===== src/rtl/mul_result_queue.sv =====
// Carries issue tags alongside the multiplier, forms signed results and queues them for the CDB.
// Result visible STAGE+1 cycles after issue; issue_ready is withheld so queued + in-flight ops never exceed DEPTH.
module mul_result_queue #(
    parameter int XLEN    = 32,
    parameter int PRF_LEN = 6,
    parameter int ROB_LEN = 5,
    parameter int STAGE   = 8,
    parameter int DEPTH   = 4
) (
    input  logic                 clock,
    input  logic                 reset,
    input  logic                 squash,
    input  logic                 issue_valid,
    input  logic [1:0]           issue_func,
    input  logic                 issue_a_sign,
    input  logic                 issue_b_sign,
    input  logic [PRF_LEN-1:0]   issue_prf_idx,
    input  logic [ROB_LEN-1:0]   issue_rob_idx,
    input  logic [XLEN-1:0]      issue_pc,
    output logic                 issue_ready,
    input  logic                 prod_done,
    input  logic [2*XLEN-1:0]    product,
    output logic                 cdb_valid,
    output logic [XLEN-1:0]      cdb_value,
    output logic [PRF_LEN-1:0]   cdb_prf_idx,
    output logic [ROB_LEN-1:0]   cdb_rob_idx,
    output logic [XLEN-1:0]      cdb_pc,
    input  logic                 cdb_grant
);

    localparam int PTR_W = (DEPTH > 1) ? $clog2(DEPTH) : 1;
    localparam int CNT_W = $clog2(DEPTH + 1);
    localparam int INF_W = $clog2(STAGE + 1);
    localparam int SUM_W = $clog2(DEPTH + STAGE + 1);

    localparam logic [1:0] FUNC_MUL    = 2'b00;
    localparam logic [1:0] FUNC_MULH   = 2'b01;
    localparam logic [1:0] FUNC_MULHSU = 2'b10;

    typedef struct packed {
        logic [PRF_LEN-1:0] prf_idx;
        logic [ROB_LEN-1:0] rob_idx;
        logic [XLEN-1:0]    pc;
    } tag_t;

    typedef struct packed {
        logic       vld;
        logic [1:0] func;
        logic       neg;
        tag_t       tag;
    } pipe_t;

    typedef struct packed {
        logic [XLEN-1:0] value;
        tag_t            tag;
    } ent_t;

    pipe_t              pipe_q [STAGE];
    pipe_t              issue_ent;
    pipe_t              exit_ent;
    ent_t               mem_q [DEPTH];
    ent_t               head_ent;
    logic [PTR_W-1:0]   head_q;
    logic [PTR_W-1:0]   tail_q;
    logic [CNT_W-1:0]   count_q;
    logic [INF_W-1:0]   inflight;
    logic [SUM_W-1:0]   credit_sum;
    logic               issue_neg;
    logic [2*XLEN-1:0]  full;
    logic [XLEN-1:0]    result;
    logic               push;
    logic               pop;

    // Sign of the final result is decided at issue so the product path stays unsigned.
    always_comb begin
        issue_neg = 1'b0;
        case (issue_func)
            FUNC_MUL, FUNC_MULH: issue_neg = issue_a_sign ^ issue_b_sign;
            FUNC_MULHSU:         issue_neg = issue_a_sign;
            default:             issue_neg = 1'b0;
        endcase
    end

    always_comb begin
        issue_ent             = '0;
        issue_ent.vld         = issue_valid;
        issue_ent.func        = issue_func;
        issue_ent.neg         = issue_neg;
        issue_ent.tag.prf_idx = issue_prf_idx;
        issue_ent.tag.rob_idx = issue_rob_idx;
        issue_ent.tag.pc      = issue_pc;
    end

    always_ff @(posedge clock) begin
        if (reset) begin
            for (int i = 0; i < STAGE; i++) pipe_q[i] <= '0;
        end else begin
            pipe_q[0] <= issue_ent;
            for (int i = 1; i < STAGE; i++) pipe_q[i] <= pipe_q[i-1];
            if (squash) begin
                for (int i = 0; i < STAGE; i++) pipe_q[i].vld <= 1'b0;
            end
        end
    end

    assign exit_ent = pipe_q[STAGE-1];
    assign full     = exit_ent.neg ? ((~product) + (2*XLEN)'(1)) : product;
    assign result   = (exit_ent.func == FUNC_MUL) ? full[XLEN-1:0] : full[2*XLEN-1:XLEN];

    assign push      = exit_ent.vld && prod_done && !squash;
    assign cdb_valid = (count_q != '0);
    assign pop       = cdb_valid && cdb_grant;

    always_ff @(posedge clock) begin
        if (reset) begin
            head_q  <= '0;
            tail_q  <= '0;
            count_q <= '0;
            for (int i = 0; i < DEPTH; i++) mem_q[i] <= '0;
        end else if (squash) begin
            head_q  <= '0;
            tail_q  <= '0;
            count_q <= '0;
        end else begin
            if (push) begin
                mem_q[tail_q].value <= result;
                mem_q[tail_q].tag   <= exit_ent.tag;
                tail_q              <= tail_q + PTR_W'(1);
            end
            if (pop) head_q <= head_q + PTR_W'(1);
            case ({push, pop})
                2'b10:   count_q <= count_q + CNT_W'(1);
                2'b01:   count_q <= count_q - CNT_W'(1);
                default: count_q <= count_q;
            endcase
        end
    end

    assign head_ent    = mem_q[head_q];
    assign cdb_value   = cdb_valid ? head_ent.value       : '0;
    assign cdb_prf_idx = cdb_valid ? head_ent.tag.prf_idx : '0;
    assign cdb_rob_idx = cdb_valid ? head_ent.tag.rob_idx : '0;
    assign cdb_pc      = cdb_valid ? head_ent.tag.pc      : '0;

    // Credits count only registered state; a grant in the same cycle frees a slot one cycle later.
    always_comb begin
        inflight = '0;
        for (int i = 0; i < STAGE; i++) inflight = inflight + INF_W'(pipe_q[i].vld);
    end

    assign credit_sum  = SUM_W'(count_q) + SUM_W'(inflight);
    assign issue_ready = (credit_sum < SUM_W'(DEPTH));

    tag_done_aligned: assert property (@(posedge clock) disable iff (reset) exit_ent.vld |-> prod_done);
    no_push_at_full:  assert property (@(posedge clock) disable iff (reset) push |-> (count_q < CNT_W'(DEPTH)));

endmodule

===== config.mk =====
export PLATFORM = sky130hd
export DESIGN_NAME = mul_result_queue
export DESIGN_NICKNAME = d
export VERILOG_FILES = /design/src/rtl/mul_result_queue.sv
export SDC_FILE = /design/constraint.sdc
export NUM_CORES = 1
export LEC_CHECK = 0
export CORE_ASPECT_RATIO = 1.1
export CORE_UTILIZATION = 44
export DETAILED_ROUTE_END_ITERATION = 7
export DONT_BUFFER_PORTS = 1
export GPL_TIMING_DRIVEN = 1
export PLACE_DENSITY = 0.62
export SLEW_MARGIN = 20
export SYNTH_ARGS = -nofsm -noshare
export SYNTH_HDL_FRONTEND = slang
export SYNTH_SLANG_ARGS = --single-unit

===== constraint.sdc =====
create_clock -name clock -period 4.6 [get_ports clock]
set_input_delay 0.69 -clock clock [delete_from_list [all_inputs] [get_ports clock]]
set_output_delay 0.69 -clock clock [all_outputs]
set_load 0.05 [all_outputs]

**Run 1: port wiring**

Bar = 50 um.
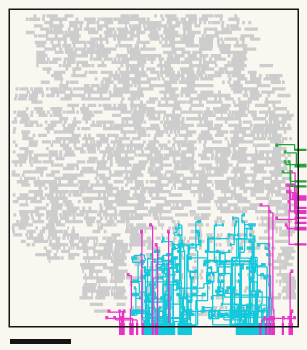
Cyan is product, bits 64, direction input, edge south, end cells 226, wire 5,180 um. Magenta is cdb_value, bits 32, direction output, edge 21 south, 11 east, end cells 32, wire 1,030 um. Green is cdb_rob_idx, bits 5, direction output, edge east, end cells 5, wire 91.1 um.
number of top-level design ports: 194
count of buffers from port buffering: 0

**Run 1: placement view**

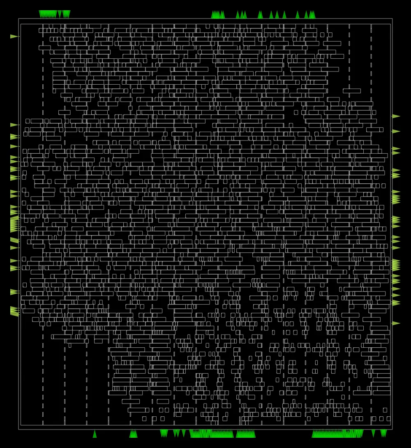
num rows: 93
fraction of area in registers: 56.80%
share of the core filled with cells in the final layout: 50.00%
# fillers: 5,135
number of flip-flops and latches: 685

==> out/qor.txt, run 1 <==
run status -> completed
summed instance area of the synthesized netlist -> 26,460 um2
CTS clock-pin slew for the worst setup and hold paths -> 60 ps
class of the most critical hold timing path -> primary input to register
Sequential Power Share -> 53.5%
number of antenna violations at the first check in global routing -> 3
Unique masters post-synth -> 72
CTS tree -> built
worst skew pair latency -> 590 ps
routed wire length per instance -> 21.14 um
drt drc -> 0
post-placement cell count -> 2,798
half-perimeter wire length after detailed placement -> 38,390 um
sequential fraction of the synthesis area -> 63.30%
post-cts hold buffer count -> 0
fp_density -> 44.85%
H-tree levels -> 3
overflow left after global routing -> 0
count of pins over their slew limit -> 0
fraction of layout instances using a drive strength above 1 -> 11.55%
main area contributors -> sky130_fd_sc_hd__edfxtp_1 34%, sky130_fd_sc_hd__dfxtp_1 29%, sky130_fd_sc_hd__nor2b_1 8.7%, sky130_fd_sc_hd__mux4_2 6.4%, sky130_fd_sc_hd__and2_1 5.2%
placed cell areas -> 27,270 um2
top area contributor share -> 34.39%
Die Area -> 61,110 um2
met2 layer usage reported by global route -> 34.17%
Via density -> 5.278
cell area power density -> 413.4 nW/um2
weighted congestion at the end of routability-driven global placement -> 0.8860
highest fanout seen on the critical path -> 2
highest signal layer in the routed design -> met4
First-pass DRT Iterations -> 5
slew at the pin closest to its max-slew limit -> 1038 ps
final setup violation count -> 0
combinational group share of total power -> 2.3%
routed length on met2 -> 29,790 um
LEAKAGE -> 10.87 nW
GR Layer Usage met3 -> 3.477%
reported net switching power -> 0.002457 W
number of cells in the finished layout apart from fillers -> 2,927
wire length of the first global-routing pass -> 95,080 um
final clock skew -> 19.50 ps
cell type with the highest occurrence count on the critical path -> sky130_fd_sc_hd__fa_1
Synthesized registers -> 685
**Run 1: PDN straps and rails**

Bar = 50 um. Pins as bars on the die edge. Tap cells in gray.
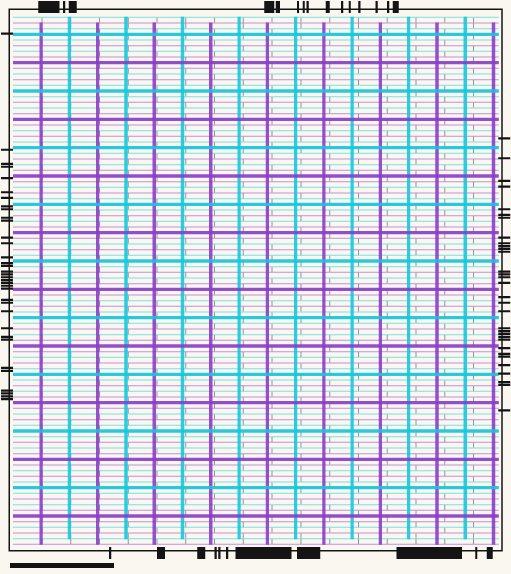
Purple is VSS. Cyan is VDD.
18 straps on met5. The core has 93 rows. 760 tap cells.
die outline height: 259.2 um
core region area: 59,000 um2
die boundary width: 235.8 um
peak supply drop: 308.4 uV

-- run 1: final cells by class --
class	count	area (um2)	share of cell area [%]
Clock inverter	19	125.1	0.4241
Inverter	30	112.6	0.3817
Timing Repair Buffer	34	321.6	1.090
Sequential cell	685	16750	56.80
Tap cell	760	950.9	3.223
Antenna cell	2	5.005	0.01697
Multi-Input combinational cell	1289	9149	31.01
Clock buffer	108	2081	7.054
-- run 1: logic make-up (layout without fill, tap and decap cells) --
kind of cell | Yosys count | after routing | synth area share (%)
AOI/OAI and AO/OA | 141 | 141 | 3.590
xor gates and xnor gates | 16 | 16 | 0.5297
adders and majority gates | 12 | 12 | 0.6810
muxes | 98 | 98 | 7.274
DFF | 685 | 685 | 63.30
and+or+nand+nor | 1019 | 1019 | 22.18
other | 1 | 5 | 0.01417
buffers and inverters | 169 | 191 | 2.436
-- run 1: cell usage after synthesis (10+ instances only) --
master	number
sky130_fd_sc_hd__dfxtp_1	382
sky130_fd_sc_hd__nand3_1	13
sky130_fd_sc_hd__nor3_1	32
sky130_fd_sc_hd__nand4_1	15
sky130_fd_sc_hd__buf_1	10
sky130_fd_sc_hd__edfxtp_1	303
sky130_fd_sc_hd__mux4_2	75
sky130_fd_sc_hd__a21oi_1	37
sky130_fd_sc_hd__nor2b_1	368
sky130_fd_sc_hd__inv_1	30
sky130_fd_sc_hd__mux2i_1	19
sky130_fd_sc_hd__or4_1	16
sky130_fd_sc_hd__a31oi_1	13
sky130_fd_sc_hd__and2_1	221
sky130_fd_sc_hd__and3_1	47
sky130_fd_sc_hd__nand2_1	60
sky130_fd_sc_hd__nor2_1	161
sky130_fd_sc_hd__o21ai_0	25
sky130_fd_sc_hd__or3_1	20
sky130_fd_sc_hd__clkbuf_1	126
sky130_fd_sc_hd__nor4_1	24
-- run 1: sequential cells by signal, summed over array words and instances (netlist names), named ones only --
signal   count
count_q      3
head_q       2
mem_q      300
pipe_q     376
tail_q       2
-- run 1: worst paths after layout --
check / from / endpoint / slack [ps] / depth (start not counted)
setup / recovery: pipe_q[2][46]$_DFFE_PP_ / issue_ready / 190 / 13
setup reg to reg: pipe_q[7][45]$_SDFFE_PP0N_ / mem_q[1][57]$_SDFFCE_PN0P_ / 1630 / 7
hold / removal: issue_pc[4] / pipe_q[0][4]$_DFF_P_ / 220 / 1
hold reg to reg: pipe_q[4][39]$_DFF_P_ / pipe_q[5][39]$_SDFF_PP0_ / 430 / 1
-- run 1: power groups by stage --
| stage | sequential, W | clock (W) | combinational, W |
|---|---|---|---|
| floorplan | 0.00665 | 0 | 0.000234 |
| global placement | 0.00665 | 0 | 0.000280 |
| detailed placement | 0.00665 | 0 | 0.000277 |
| global route | 0.00653 | 0.00577 | 0.000299 |
| CTS | 0.00652 | 0.00552 | 0.000278 |
| finish | 0.00652 | 0.00540 | 0.000275 |
-- run 1: per-stage QoR --
step	utilization (%)	hold WS, ps	power (W)
2_1_floorplan	-	413.8	0.006882
3_3_place_gp	46.23	416.7	0.006926
3_5_place_dp	46.23	420.4	0.006932
4_1_cts	49.97	187.1	0.01232
5_1_grt	49.99	190.6	0.01260
6_report	50.00	224.6	0.01219
==> run 2: changes to the inputs <==
PLACE_DENSITY = 0.59   (was 0.62)
**Run 2: PDN straps and rails**

Bar = 50 um. Pins as bars on the die edge. Tap cells in gray.
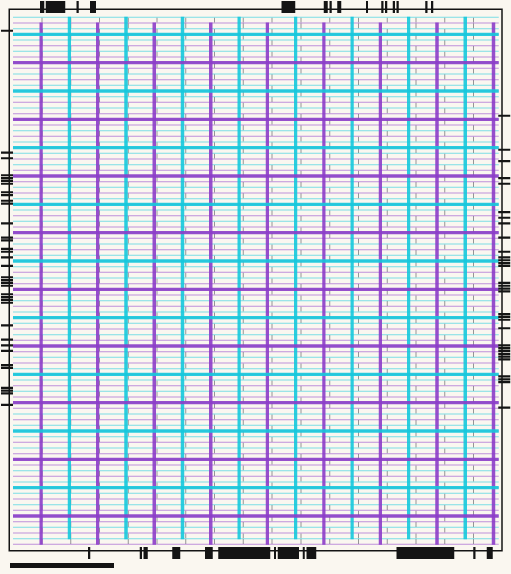
Purple is VSS. Cyan is VDD.
194 signal pins sit on the boundary. 18 straps on met5. 760 tap cells.
peak supply drop: 266.6 uV

**Run 2: port wiring**

Bar = 50 um.
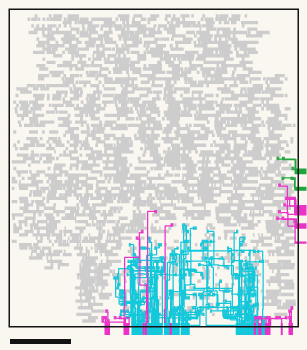
Green is cdb_rob_idx, bits 5, direction output, edge east, end cells 5, wire 77.7 um. Cyan is product, bits 64, direction input, edge south, end cells 226, wire 4,810 um. Magenta is cdb_value, bits 32, direction output, edge 22 south, 10 east, end cells 32, wire 746 um.

==> run 2 against run 1 <==
Net effect: global-route usage fell by 0.25 points; worst setup slack got worse by 47 ps; wire length fell by 0.52%; first-iteration DRC count rose by 2.8%; power rose by 2.2%; critical path depth did not move; clock skew barely moved; via count fell by 0.60%; sequential share of layout area fell by 0.36 points; fmax fell by 1.1%; clock power rose by 4.8%; sequential power barely moved; critical path type unchanged; highest routed layer unchanged.
==> out/qor.txt, run 2 <==
num rows -> 93
core region area -> 59,000 um2
sequential fraction of the synthesis area -> 63.30%
First-pass DRT Iterations -> 5
largest register by flop count -> pipe_q
combinational group share of total power -> 2.2%
routed wire length per instance -> 21.01 um
worst skew pair latency -> 600 ps
Post-synth top cells -> 382 x sky130_fd_sc_hd__dfxtp_1, 368 x sky130_fd_sc_hd__nor2b_1, 303 x sky130_fd_sc_hd__edfxtp_1, 221 x sky130_fd_sc_hd__and2_1, 161 x sky130_fd_sc_hd__nor2_1
final setup violation count -> 0
die boundary width -> 235.8 um
drt drc -> 0
Unique masters post-synth -> 72
CTS clock-pin slew for the worst setup and hold paths -> 60 ps
Register-to-Register Setup Slack -> 1780 ps
overflow left after global routing -> 0
reported net switching power -> 0.002516 W
fp_density -> 44.85%
hold slack final -> 169.9 ps
LEAKAGE -> 10.96 nW
main area contributors -> sky130_fd_sc_hd__edfxtp_1 34%, sky130_fd_sc_hd__dfxtp_1 29%, sky130_fd_sc_hd__nor2b_1 8.7%, sky130_fd_sc_hd__mux4_2 6.4%, sky130_fd_sc_hd__and2_1 5.2%
die outline height -> 259.2 um
number of cells in the finished layout apart from fillers -> 2,931
CTS tree -> built
worst r2r src -> pipe_q[7][45]$_SDFFE_PP0N_
Synthesized registers -> 685
number of antenna violations at the first check in global routing -> 1
run status -> completed
FF-to-FF path depth -> 7
fraction of layout instances using a drive strength above 1 -> 11.98%
weighted congestion at the end of routability-driven global placement -> 0.9295
post-placement cell count -> 2,805
cell depth of the worst hold path -> 1
Largest regs -> pipe_q: 376 flops, mem_q: 300 flops, count_q: 3 flops
# fillers -> 5,163
count of buffers from port buffering -> 0
Largest register FFs -> 376
number of top-level design ports -> 194
-- run 2: cell counts after synthesis --
Identical to the previous run, type by type.
-- run 2: power by group through the flow --
stage	registers, W	clock network (W)	logic, W
after floorplan	0.00665	0	0.000234
after global placement	0.00665	0	0.000283
after detailed placement	0.00665	0	0.000283
after CTS	0.00652	0.00580	0.000284
after global routing	0.00653	0.00603	0.000304
final	0.00652	0.00566	0.000280
-- run 2: worst register-to-register path: stages (launching register included) --
cell and delay, ps:
sky130_fd_sc_hd__dfxtp_1 560, sky130_fd_sc_hd__or2_2 610, sky130_fd_sc_hd__buf_4 430, sky130_fd_sc_hd__buf_4 230, sky130_fd_sc_hd__nand2_1 110, sky130_fd_sc_hd__a32oi_1 300
sky130_fd_sc_hd__nand4_1 280, sky130_fd_sc_hd__nor2_1 180
-- run 2: layout make-up --
cell class                 count  area, um2  area share (%)
clock buffer                 105       2090           7.037
tap                          760      950.9           3.203
clock inverter                20      250.2          0.8428
multi-input combinational   1289       9143           30.79
antenna                        1      2.502        0.008428
inverter                      30      112.6          0.3793
timing repair buffer          41      386.6           1.302
sequential                   685      16760           56.43
-- run 2: cell families after synthesis --
family | share of synthesized area, %
XOR/XNOR | 0.5297
flip-flops | 63.30
AND-OR/OR-AND | 3.590
adder cells (fa/ha/maj) | 0.6810
AND/OR/NAND/NOR | 22.18
multiplexers | 7.274
buffers and inverters | 2.436
other | 0.01417
-- run 2: worst min-delay path by stage --
stage                     startpoint                      end  slack, ps
2_1_floorplan   pipe_q[0][0]$_DFF_P_     pipe_q[1][0]$_DFF_P_        410
3_3_place_gp    pipe_q[4][9]$_DFF_P_  pipe_q[5][9]$_SDFF_PP0_        420
3_5_place_dp   pipe_q[2][43]$_DFF_P_    pipe_q[3][43]$_DFF_P_        420
4_1_cts                        reset    pipe_q[3][35]$_DFF_P_        140
5_1_grt                        reset    pipe_q[0][42]$_DFF_P_        160
6_report                       reset    pipe_q[0][42]$_DFF_P_        170
-- run 2: per-stage QoR --
| stage | utilization [%] | instance area [um2] |
|---|---|---|
| final | 50.33 | 29690 |
| after global routing | 50.32 | 29690 |
| after floorplan | - | 26460 |
| after global placement | 46.34 | 27340 |
| after detailed placement | 46.34 | 27340 |
| after CTS | 50.30 | 29680 |
-- run 2: layer usage --
metal | routed length, um | part of all wire, % | vias to the layer above | global-route usage, %
li1 | - | - | 7377 | -
met1 | 28090 | 46 | 7454 | 27.05
met2 | 28890 | 47 | 421 | 32.95
met3 | 3021 | 4.9 | 106 | 3.445
met4 | 1575 | 2.6 | 0 | 7.008
met5 | 0 | 0 | - | 0
==> run 3: changes to the inputs <==
CELL_PAD_IN_SITES_DETAIL_PLACEMENT = 1   (was default)
CELL_PAD_IN_SITES_GLOBAL_PLACEMENT = 2   (was default)
PLACE_DENSITY = 0.79   (was 0.59)
clock period = 5.7 ns   (was 4.6 ns; I/O delays follow)
==> run 3 against run 2 <==
Net effect: final cell count fell by 0.31%; largest power group unchanged; sequential share of layout area rose by 0.45 points; synthesized area did not move; critical endpoint unchanged; critical path depth decreased by 1; via count rose by 2.6%; largest cell class unchanged.
==> out/qor.txt, run 3 <==
largest register by flop count -> pipe_q
Synthesized registers -> 685
summed instance area of the synthesized netlist -> 26,460 um2
LEAKAGE -> 10.85 nW
main area contributors -> sky130_fd_sc_hd__edfxtp_1 34%, sky130_fd_sc_hd__dfxtp_1 29%, sky130_fd_sc_hd__nor2b_1 8.7%, sky130_fd_sc_hd__mux4_2 6.4%, sky130_fd_sc_hd__and2_1 5.2%
count of pins over their slew limit -> 0
Unique masters post-synth -> 72
drt drc -> 0
weighted congestion at the end of routability-driven global placement -> 0.9231
min-delay src -> reset
Largest regs -> pipe_q: 376 flops, mem_q: 300 flops, count_q: 3 flops
most common cell in the synthesized netlist -> sky130_fd_sc_hd__dfxtp_1
num rows -> 93
sequential fraction of the synthesis area -> 63.30%
core region area -> 59,000 um2
final setup violation count -> 0
wire length of the first global-routing pass -> 101,200 um
placed cell areas -> 27,200 um2
Die Area -> 61,110 um2
H-tree levels -> 3
run status -> completed
cell area power density -> 337.1 nW/um2
overflow left after global routing -> 0
Post-synth top cells -> 382 x sky130_fd_sc_hd__dfxtp_1, 368 x sky130_fd_sc_hd__nor2b_1, 303 x sky130_fd_sc_hd__edfxtp_1, 221 x sky130_fd_sc_hd__and2_1, 161 x sky130_fd_sc_hd__nor2_1
worst skew pair latency -> 610 ps
highest fanout seen on the critical path -> 4
fp_density -> 44.85%
half-perimeter wire length after detailed placement -> 40,950 um
Largest register FFs -> 376
fraction of layout instances using a drive strength above 1 -> 11.57%
die outline height -> 259.2 um
worst r2r src -> pipe_q[7][45]$_SDFFE_PP0N_
run 3: netlist changes by cell type in the layout (fill, tap and decap cells not counted), sizes merged:
cell / delta
clkinvlp: +1
buf: -9
inv: +2
clkinv: +8
clkbuf: -11
run 3: critical path: cells and delay by family (launching register included):
| kind | cells | cell delay (ps) |
|---|---|---|
| flops | 1 | 360 |
| compound gates | 4 | 890 |
| simple gates | 2 | 240 |
| fa+ha+maj | 4 | 1780 |
| buf+inv | 2 | 90 |
run 3: path summary, 6_finish.rpt:
path | endpoint | slack, ps | cells past startpoint
worst max-delay path | issue_ready | 890 | 12
worst min-delay path | pipe_q[0][42]$_DFF_P_ | 330 | 1
worst max register to register | mem_q[1][57]$_SDFFCE_PN0P_ | 2510 | 7
worst min register to register | pipe_q[1][37]$_DFF_P_ | 430 | 1
run 3: report_power, final:
part | internal [W] | leakage, nW | switching [W]
Combinational | 0.0000910 | 3.50 | 0.000131
Sequential | 0.00524 | 6.25 | 0.0000298
Clock | 0.00256 | 1.10 | 0.00188
Total | 0.00789 | 10.9 | 0.00204
run 3: metal layers:
metal	track usage, %	vias to the layer above	wire length (um)
met5	0	-	0
met1	28.80	7916	29750
met2	36.84	379	31880
li1	-	7351	-
met3	2.722	111	2569
met4	7.462	0	1683
run 3: kinds of logic after synthesis:
group / share of synthesized area [%]
simple gates: 22.18
flops: 63.30
buf+inv: 2.436
compound gates: 3.590
mux: 7.274
xor+xnor: 0.5297
fa+ha+maj: 0.6810
other cells: 0.01417
run 3: stage by stage:
| stage | cells | power, W |
|---|---|---|
| 2_1_floorplan | 2143 | 0.005554 |
| 3_5_place_dp | 2796 | 0.005599 |
| 4_1_cts | 2921 | 0.01005 |
| 5_1_grt | 2921 | 0.01026 |
| 6_report | 2922 | 0.009929 |
| 3_3_place_gp | 2796 | 0.005589 |
run 3: layout make-up:
cell class                 count  area [um2]  share of cell area, %
timing repair buffer          32       265.3                 0.9006
antenna                        1       2.502               0.008496
multi-input combinational   1289        9121                  30.97
clock inverter                31       305.3                  1.037
clock buffer                  94        1942                  6.593
sequential                   685       16750                  56.88
tap                          760       950.9                  3.229
inverter                      30       112.6                 0.3823
**Run 3: sequential cells grouped by signal name**

Bar = 50 um. Other sequential cells in the stronger gray, the rest of the logic in the fainter gray.
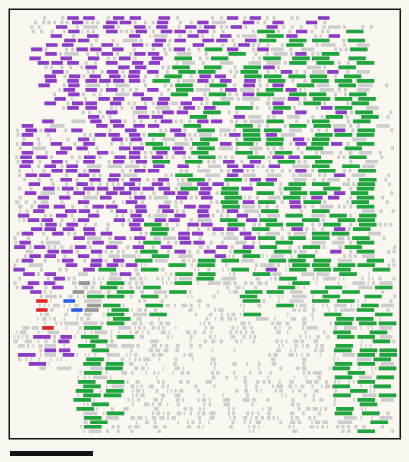
Blue is head_q, flops 2. Red is count_q, flops 3. Green is mem_q, flops 300, where all over the die. Purple is pipe_q, flops 376.
Another 4 sequential cells are not colored.
register area: 16,750 um2
fraction of area in registers: 56.88%
Seq. pwr: 0.00527 W

**Run 3: placement view**

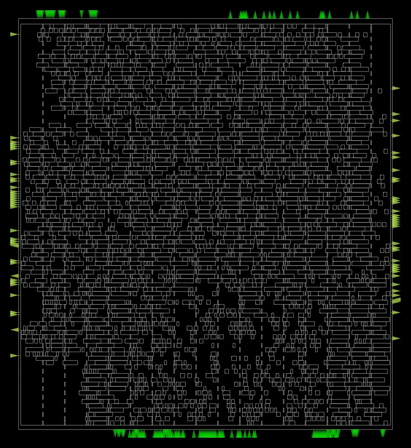
number of cells in the finished layout apart from fillers: 2,922
share of the core filled with cells in the final layout: 49.92%

No activity file was given, so power comes from the tool's default toggle rates.
